==> src/rtl/pipe_hazard_ctrl_if.sv <==
// Stage-control bundle between the pipeline datapath and pipe_hazard_ctrl.
//   master : pipeline side, drives hazard/status inputs and receives controls
//   slave  : hazard controller side
interface pipe_hazard_ctrl_if;
  // hazard and status inputs
  logic        ex_valid;
  logic        md_req;
  logic        md_is_div;
  logic        load_use;
  logic        imem_wait;
  logic        dmem_wait;
  logic        exception;
  // stage register controls
  logic        pc_en;
  logic        id_en;
  logic        ex_en;
  logic        mem_en;
  logic        wb_en;
  logic        id_flush;
  logic        ex_flush;
  logic        mem_flush;
  logic        wb_flush;
  logic        pc_redirect;
  // mul/div sequencing
  logic        md_go;
  logic        md_op_div;
  logic        md_busy;
  logic        md_done;
  logic        md_abort;
  logic [31:0] stall_cnt;

  modport master (
    output ex_valid, md_req, md_is_div, load_use, imem_wait, dmem_wait, exception,
    input  pc_en, id_en, ex_en, mem_en, wb_en,
    input  id_flush, ex_flush, mem_flush, wb_flush, pc_redirect,
    input  md_go, md_op_div, md_busy, md_done, md_abort, stall_cnt
  );

  modport slave (
    input  ex_valid, md_req, md_is_div, load_use, imem_wait, dmem_wait, exception,
    output pc_en, id_en, ex_en, mem_en, wb_en,
    output id_flush, ex_flush, mem_flush, wb_flush, pc_redirect,
    output md_go, md_op_div, md_busy, md_done, md_abort, stall_cnt
  );
endinterface

==> src/rtl/pipe_hazard_ctrl.sv <==
// Stall/flush sequencer for the 5-stage pipeline: load-use, memory wait
// states, precise exceptions and multi-cycle mul/div occupancy of EX.
//   clk  : pipeline clock
//   rset : asynchronous active-low reset; forces every output low
//   bus  : stage controls, hazard inputs and mul/div handshake (slave side)
module pipe_hazard_ctrl #(
  parameter int unsigned MUL_CYCLES = 4,
  parameter int unsigned DIV_CYCLES = 33,
  parameter int unsigned CNT_W      = 6
) (
  input  logic               clk,
  input  logic               rset,
  pipe_hazard_ctrl_if.slave  bus
);

  localparam logic [0:0] IDLE   = 1'b0;
  localparam logic [0:0] MD_RUN = 1'b1;

  logic [0:0]       r_state;
  logic [CNT_W-1:0] r_cnt;
  logic             r_op_div;
  logic [31:0]      r_stall_cnt;

  logic [0:0]       w_state_nxt;
  logic [CNT_W-1:0] w_cnt_nxt;
  logic             w_op_div_nxt;
  logic             w_pc_en, w_id_en, w_ex_en, w_mem_en, w_wb_en;
  logic             w_id_flush, w_ex_flush, w_mem_flush, w_wb_flush;
  logic             w_pc_redirect, w_md_go, w_md_busy, w_md_done, w_md_abort;

  // Next state and stage controls, priority exception > dmem > mul/div > load-use > imem
  always_comb begin
    w_state_nxt   = r_state;
    w_cnt_nxt     = r_cnt;
    w_op_div_nxt  = r_op_div;
    w_pc_en       = 1'b1;
    w_id_en       = 1'b1;
    w_ex_en       = 1'b1;
    w_mem_en      = 1'b1;
    w_wb_en       = 1'b1;
    w_id_flush    = 1'b0;
    w_ex_flush    = 1'b0;
    w_mem_flush   = 1'b0;
    w_wb_flush    = 1'b0;
    w_pc_redirect = 1'b0;
    w_md_go       = 1'b0;
    w_md_busy     = 1'b0;
    w_md_done     = 1'b0;
    w_md_abort    = 1'b0;

    if (bus.exception) begin
      w_pc_redirect = 1'b1;
      w_id_flush    = 1'b1;
      w_ex_flush    = 1'b1;
      w_mem_flush   = 1'b1;
      w_wb_flush    = 1'b1;
      if (r_state == MD_RUN) begin
        w_md_abort  = 1'b1;
        w_state_nxt = IDLE;
        w_cnt_nxt   = '0;
      end
    end else if (bus.dmem_wait) begin
      // whole pipe freezes; FSM and counter hold
      w_pc_en   = 1'b0;
      w_id_en   = 1'b0;
      w_ex_en   = 1'b0;
      w_mem_en  = 1'b0;
      w_wb_en   = 1'b0;
      w_md_busy = (r_state == MD_RUN);
    end else if (r_state == MD_RUN) begin
      w_md_busy = 1'b1;
      if (r_cnt != '0) begin
        w_pc_en     = 1'b0;
        w_id_en     = 1'b0;
        w_ex_en     = 1'b0;
        w_mem_flush = 1'b1;
        w_cnt_nxt   = r_cnt - CNT_W'(1);
      end else begin
        w_md_done   = 1'b1;
        w_state_nxt = IDLE;
      end
    end else if (bus.ex_valid && bus.md_req) begin
      // start cycle counts as the first EX cycle, hence the -2
      w_md_go      = 1'b1;
      w_op_div_nxt = bus.md_is_div;
      w_cnt_nxt    = bus.md_is_div ? CNT_W'(DIV_CYCLES - 2) : CNT_W'(MUL_CYCLES - 2);
      w_state_nxt  = MD_RUN;
      w_pc_en      = 1'b0;
      w_id_en      = 1'b0;
      w_ex_en      = 1'b0;
      w_mem_flush  = 1'b1;
    end else if (bus.load_use) begin
      w_pc_en    = 1'b0;
      w_id_en    = 1'b0;
      w_ex_flush = 1'b1;
    end else if (bus.imem_wait) begin
      w_pc_en    = 1'b0;
      w_id_flush = 1'b1;
    end
  end

  // State, counter, latched op and saturating stall counter
  always_ff @(posedge clk or negedge rset) begin
    if (!rset) begin
      r_state     <= IDLE;
      r_cnt       <= '0;
      r_op_div    <= 1'b0;
      r_stall_cnt <= '0;
    end else begin
      r_state  <= w_state_nxt;
      r_cnt    <= w_cnt_nxt;
      r_op_div <= w_op_div_nxt;
      if (!w_ex_en && !bus.exception && (r_stall_cnt != '1))
        r_stall_cnt <= r_stall_cnt + 32'd1;
    end
  end

  // Outputs are gated low while reset is asserted
  assign bus.pc_en       = rset & w_pc_en;
  assign bus.id_en       = rset & w_id_en;
  assign bus.ex_en       = rset & w_ex_en;
  assign bus.mem_en      = rset & w_mem_en;
  assign bus.wb_en       = rset & w_wb_en;
  assign bus.id_flush    = rset & w_id_flush;
  assign bus.ex_flush    = rset & w_ex_flush;
  assign bus.mem_flush   = rset & w_mem_flush;
  assign bus.wb_flush    = rset & w_wb_flush;
  assign bus.pc_redirect = rset & w_pc_redirect;
  assign bus.md_go       = rset & w_md_go;
  assign bus.md_busy     = rset & w_md_busy;
  assign bus.md_done     = rset & w_md_done;
  assign bus.md_abort    = rset & w_md_abort;
  assign bus.md_op_div   = r_op_div;
  assign bus.stall_cnt   = r_stall_cnt;

endmodule

==> src/flat_wrapper.sv <==
// flat-port wrapper written by rule: the top's interface ports become plain ports
module pipe_hazard_ctrl_flat 
#(
  parameter int unsigned MUL_CYCLES = 4,
  parameter int unsigned DIV_CYCLES = 33,
  parameter int unsigned CNT_W      = 6
)
  (clk, rset, bus_ex_valid, bus_md_req, bus_md_is_div, bus_load_use, bus_imem_wait, bus_dmem_wait, bus_exception, bus_pc_en, bus_id_en, bus_ex_en, bus_mem_en, bus_wb_en, bus_id_flush, bus_ex_flush, bus_mem_flush, bus_wb_flush, bus_pc_redirect, bus_md_go, bus_md_op_div, bus_md_busy, bus_md_done, bus_md_abort, bus_stall_cnt);
  pipe_hazard_ctrl_if bus_i ();
  input  logic clk;
  input  logic rset;
  input wire logic [$bits(bus_i.ex_valid)-1:0] bus_ex_valid;
  input wire logic [$bits(bus_i.md_req)-1:0] bus_md_req;
  input wire logic [$bits(bus_i.md_is_div)-1:0] bus_md_is_div;
  input wire logic [$bits(bus_i.load_use)-1:0] bus_load_use;
  input wire logic [$bits(bus_i.imem_wait)-1:0] bus_imem_wait;
  input wire logic [$bits(bus_i.dmem_wait)-1:0] bus_dmem_wait;
  input wire logic [$bits(bus_i.exception)-1:0] bus_exception;
  output wire logic [$bits(bus_i.pc_en)-1:0] bus_pc_en;
  output wire logic [$bits(bus_i.id_en)-1:0] bus_id_en;
  output wire logic [$bits(bus_i.ex_en)-1:0] bus_ex_en;
  output wire logic [$bits(bus_i.mem_en)-1:0] bus_mem_en;
  output wire logic [$bits(bus_i.wb_en)-1:0] bus_wb_en;
  output wire logic [$bits(bus_i.id_flush)-1:0] bus_id_flush;
  output wire logic [$bits(bus_i.ex_flush)-1:0] bus_ex_flush;
  output wire logic [$bits(bus_i.mem_flush)-1:0] bus_mem_flush;
  output wire logic [$bits(bus_i.wb_flush)-1:0] bus_wb_flush;
  output wire logic [$bits(bus_i.pc_redirect)-1:0] bus_pc_redirect;
  output wire logic [$bits(bus_i.md_go)-1:0] bus_md_go;
  output wire logic [$bits(bus_i.md_op_div)-1:0] bus_md_op_div;
  output wire logic [$bits(bus_i.md_busy)-1:0] bus_md_busy;
  output wire logic [$bits(bus_i.md_done)-1:0] bus_md_done;
  output wire logic [$bits(bus_i.md_abort)-1:0] bus_md_abort;
  output wire logic [$bits(bus_i.stall_cnt)-1:0] bus_stall_cnt;
  assign bus_i.ex_valid = bus_ex_valid;
  assign bus_i.md_req = bus_md_req;
  assign bus_i.md_is_div = bus_md_is_div;
  assign bus_i.load_use = bus_load_use;
  assign bus_i.imem_wait = bus_imem_wait;
  assign bus_i.dmem_wait = bus_dmem_wait;
  assign bus_i.exception = bus_exception;
  assign bus_pc_en = bus_i.pc_en;
  assign bus_id_en = bus_i.id_en;
  assign bus_ex_en = bus_i.ex_en;
  assign bus_mem_en = bus_i.mem_en;
  assign bus_wb_en = bus_i.wb_en;
  assign bus_id_flush = bus_i.id_flush;
  assign bus_ex_flush = bus_i.ex_flush;
  assign bus_mem_flush = bus_i.mem_flush;
  assign bus_wb_flush = bus_i.wb_flush;
  assign bus_pc_redirect = bus_i.pc_redirect;
  assign bus_md_go = bus_i.md_go;
  assign bus_md_op_div = bus_i.md_op_div;
  assign bus_md_busy = bus_i.md_busy;
  assign bus_md_done = bus_i.md_done;
  assign bus_md_abort = bus_i.md_abort;
  assign bus_stall_cnt = bus_i.stall_cnt;
  pipe_hazard_ctrl #(.MUL_CYCLES(MUL_CYCLES), .DIV_CYCLES(DIV_CYCLES), .CNT_W(CNT_W)) u_core (.clk(clk), .rset(rset), .bus(bus_i));
endmodule
==> config.mk <==
export PLATFORM = sky130hd
export DESIGN_NAME = pipe_hazard_ctrl_flat
export DESIGN_NICKNAME = d
export VERILOG_FILES = /design/src/rtl/pipe_hazard_ctrl_if.sv /design/src/rtl/pipe_hazard_ctrl.sv /design/src/flat_wrapper.sv
export SDC_FILE = /design/constraint.sdc
export NUM_CORES = 1
export LEC_CHECK = 0
export ABC_AREA = 1
export CORE_ASPECT_RATIO = 0.9
export CORE_UTILIZATION = 40
export DETAILED_ROUTE_END_ITERATION = 10
export PLACE_DENSITY_LB_ADDON = 0.08
export SETUP_SLACK_MARGIN = 0.15
export SLEW_MARGIN = 20
export SYNTH_ARGS = -nofsm -noshare
export SYNTH_HDL_FRONTEND = slang
export SYNTH_SLANG_ARGS = --single-unit
==> constraint.sdc <==
create_clock -name clk -period 2 [get_ports clk]
set_input_delay 0.4 -clock clk [delete_from_list [all_inputs] [get_ports clk]]
set_output_delay 0.4 -clock clk [all_outputs]
set_load 0.005 [all_outputs]
==> changes_impl.md <==
### Physical design

* Top cell area share at a little over a third
* Yosys cell types at 26
* Layout Cells excl Fill at 637
* GRT Total Usage at ~22%
* Diode count at 0
* Sequential power share at 43.7%
* Post-synth seq share at 34.8%
* Synthesis area per yosys at 2870 µm²
* Yosys simple share at roughly 47%
* Endpoints failing hold at 0
* CP peak stage delay at 0.39 ns
* Final nets at about 560
* XOR Share, Synth at approximately 5%
* Critical Path Most Common Cell: nand2_2
* List of most frequent post-synthesis cells: nand2_1 (219), nor2_1 (60), inv_1 (45), dfrtp_1 (40), nand3_1 (25)
* Cell accounting for the most synthesized area: dfrtp_1
* Pleak at 1.88 nW
* Maximum VDD drop at 328 µV
* GRT overflow at 0
* Power Internal at 0.00147 W
* CTS tree: yes
* Post-route setup slack at 0.00683 ns
* DR iter-0 viols at 142
* Num CTS Buffers at 5
* Pin count of the biggest net entering global routing at 38
* Number of I/O pins at roughly 56
* Max-slew violation count at 0
* Row cnt at 28
* Reg clk slew, reported paths at 0.08 ns
* Worst hold slack at 0.156 ns
* Top_reg_cell synth: dfrtp_1
* WL final at 7.89 mm
* Width of the die at a little over 90 µm
* # setup viols final at 0
* Fa+ha+maj area frac at 1.31%
* H-tree depth at 2
* Mapped Area at 2870 µm²
* Post-route ant nets at 0
* Clk sink count at 40
* Fraction of layout cells with a size suffix above 1 at 15.7%
* Relative slew slack at 68.6%
* Asr flop ratio synth at 100%
* Sw frac at between 30% and 40%
* Fin crit period at between 1.5 and 2 ns
* Buf/Inv on CP at 4
* Chip area at 7530 µm²
* Initial DRT Pass Iterations at 4
* Gp weighted congestion at 0.913
* Hold Crit Class: in -> async
* Die Y at 82.4 µm
* Final period util at 99.7%
* Worst setup EP type: primary output
* Synthesis warning total at 0
* Syn_area_per_cell at roughly 6.2 µm²
* Clk buf depth at 2
* Util after Layout at between 50% and 60%
* Root Buffer: clkbuf_8
* Floorplan utilization at 42.5%
* Flop area at ~1000 µm²
* Power per cell area at 558 nW/µm²
* Post-route DRC violation count at 0
* Latency at later pin at 0.29 ns
* Setup_tns at 0 ns
* Net switching power at 0.000693 W
* Initial antenna violation count at 0
* Post-synth mux share at 0%
* Worst-path cell chain: inv_2 > ha_4 > nand2_2 > inv_2 > nand3_4 > nand2_2 > nand2_2 > nand2_2 > inv_2 > nor2_2 > buf_2
* Area grow syn2layout at 34.8%
* First-pass GRT wire length at 12.8 mm
* Tool warning count at 29
* Vias at between 3000 and 4000
* WP data required at 1.60 ns
* Post-synth regs at around 40
* RSZ-0062 raised after global routing: yes
* Mapped Cells at 461
* I/O Buffers at 55
* Outcome: completed
* Syn nets at between 400 and 500
-- sequential cells by signal, summed over array words and instances (netlist names) --
| name | count |
|---|---|
| u_core.bus.stall_cnt | 32 |
| u_core.bus.md_op_div | 1 |
| u_core.r_cnt | 6 |
| u_core.r_state | 1 |
-- layer usage --
metal  part of all wire, %  global-route usage, %  vias up
met5                     0                      0        -
met4                   1.8                   7.94        0
met2                    44                   35.4       77
li1                      -                      -     1583
met1                    49                   29.3     1362
met3                   4.9                   3.75        9
-- logic make-up after synthesis --
family	after synthesis
adders and majority gates	3
and+or+nand+nor	328
xor gates and xnor gates	16
buffers and inverters	56
AOI/OAI and AO/OA	18
DFF	40
-- placed cells by master, fill, tap and decap left out, types with 2 or more instances in the layout --
cell type and instances:
nor2_2 6, o21ai_1 2, nor2_4 4, dfrtp_1 40, o21ai_0 8, nand3_1 23, nand4_1 4, nand2_1 213
nand3b_1 2, xnor2_1 5, buf_4 31, buf_2 7, clkdlybuf4s50_1 40, nor2_1 58, a21oi_1 3, nand2_2 11
inv_1 39, xor2_1 11, nand3_2 2, nand3_4 2, o211ai_1 2, buf_6 2, ha_4 2, clkbuf_8 6
inv_2 7, dlygate4sd2_1 7
-- layout make-up --
cell class / count / share of cell area, %
clock buffer: 7 / 2.23
clock inverter: 1 / 0.194
inverter: 46 / 4.46
multi-input combinational: 365 / 44.8
sequential: 40 / 25.9
tap: 90 / 2.91
timing repair buffer: 88 / 19.6
-- through the flow --
| step | area, µm² | power, W |
|---|---|---|
| floorplan | 2870 | 0.00125 |
| global placement | 3650 | 0.00151 |
| detailed placement | 3650 | 0.00152 |
| CTS | 3790 | 0.00211 |
| global route | 3870 | 0.00229 |
| finish | 3870 | 0.00216 |
-- worst paths after layout --
check / from / endpoint / slack, ns / depth (start not counted)
max: u_core.r_cnt[1]$_DFFE_PN0P_ / bus_ex_en / 0.007 / 11
min: rset / u_core.bus.md_op_div$_DFFE_PN0P_ / 0.16 / 2
max reg2reg: u_core.r_cnt[1]$_DFFE_PN0P_ / u_core.bus.stall_cnt[30]$_DFFE_PN0P_ / 0.26 / 14
min reg2reg: u_core.bus.md_op_div$_DFFE_PN0P_ / u_core.bus.md_op_div$_DFFE_PN0P_ / 0.49 / 2
max in group asynchronous: rset / u_core.bus.stall_cnt[29]$_DFFE_PN0P_ / 1.34 / 2
min in group clk: u_core.bus.md_op_div$_DFFE_PN0P_ / u_core.bus.md_op_div$_DFFE_PN0P_ / 0.49 / 2
-- repair_timing --
action                     in CTS  in global routing
gates resized                  47                 20
hold endpoints to repair        0                  0
setup buffers                   3                  5
setup endpoints to repair      15                 42
pin swaps                       4                  4
-- power groups by stage --
stage / combinational [W] / clock (W) / sequential (W)
detailed placement: 0.000567 / 0 / 0.000953
global route: 0.000721 / 0.000618 / 0.000955
floorplan: 0.000292 / 0 / 0.000957
finish: 0.000644 / 0.000572 / 0.000944
CTS: 0.000586 / 0.000588 / 0.000937
global placement: 0.000560 / 0 / 0.000952
==> images/detail.png <==
Bar = 5 µm. Window x 36 to 56, y 48 to 68 µm. Cells in gray, sequential cells in the stronger gray; small squares are vias.
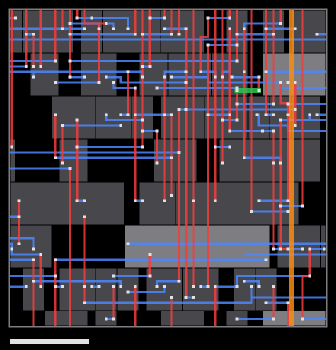
metal 3: in green. metal 1: in blue. metal 4: in orange. metal 2: in red.
38 logic cells have their middle in the window. Most frequent: buf_4 (8), nand2_1 (7), nand2_2 (4). Netlist names of flops here include u_core.bus.stall_cnt (1). Sequential cells in the window: 1.

==> images/metal_density.png <==
18 x 16 tiles, from white (low) to dark blue (high), scaled to the fullest tile. Values are wire area over tile area, all layers added.
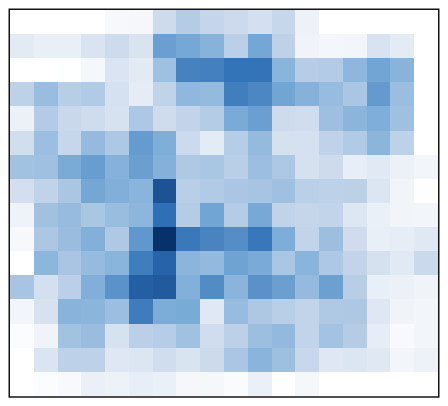
13% of the tiles are over half the peak. The fullest tile reaches 0.58. 9.7% of the tiles are nearly empty. The densest ninth of the die: center.

==> images/logic_types.png <==
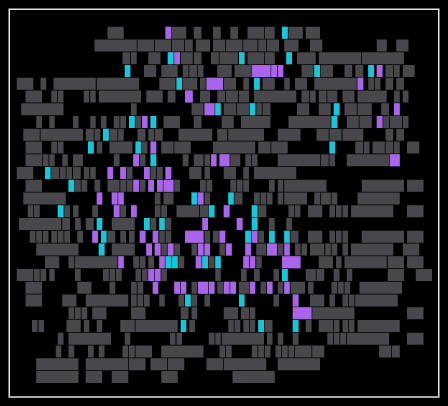
inverters: in cyan, cells 46. NOR gates: in purple, cells 70.

Power figures rest on the tool's default switching activity, not on a simulated workload.
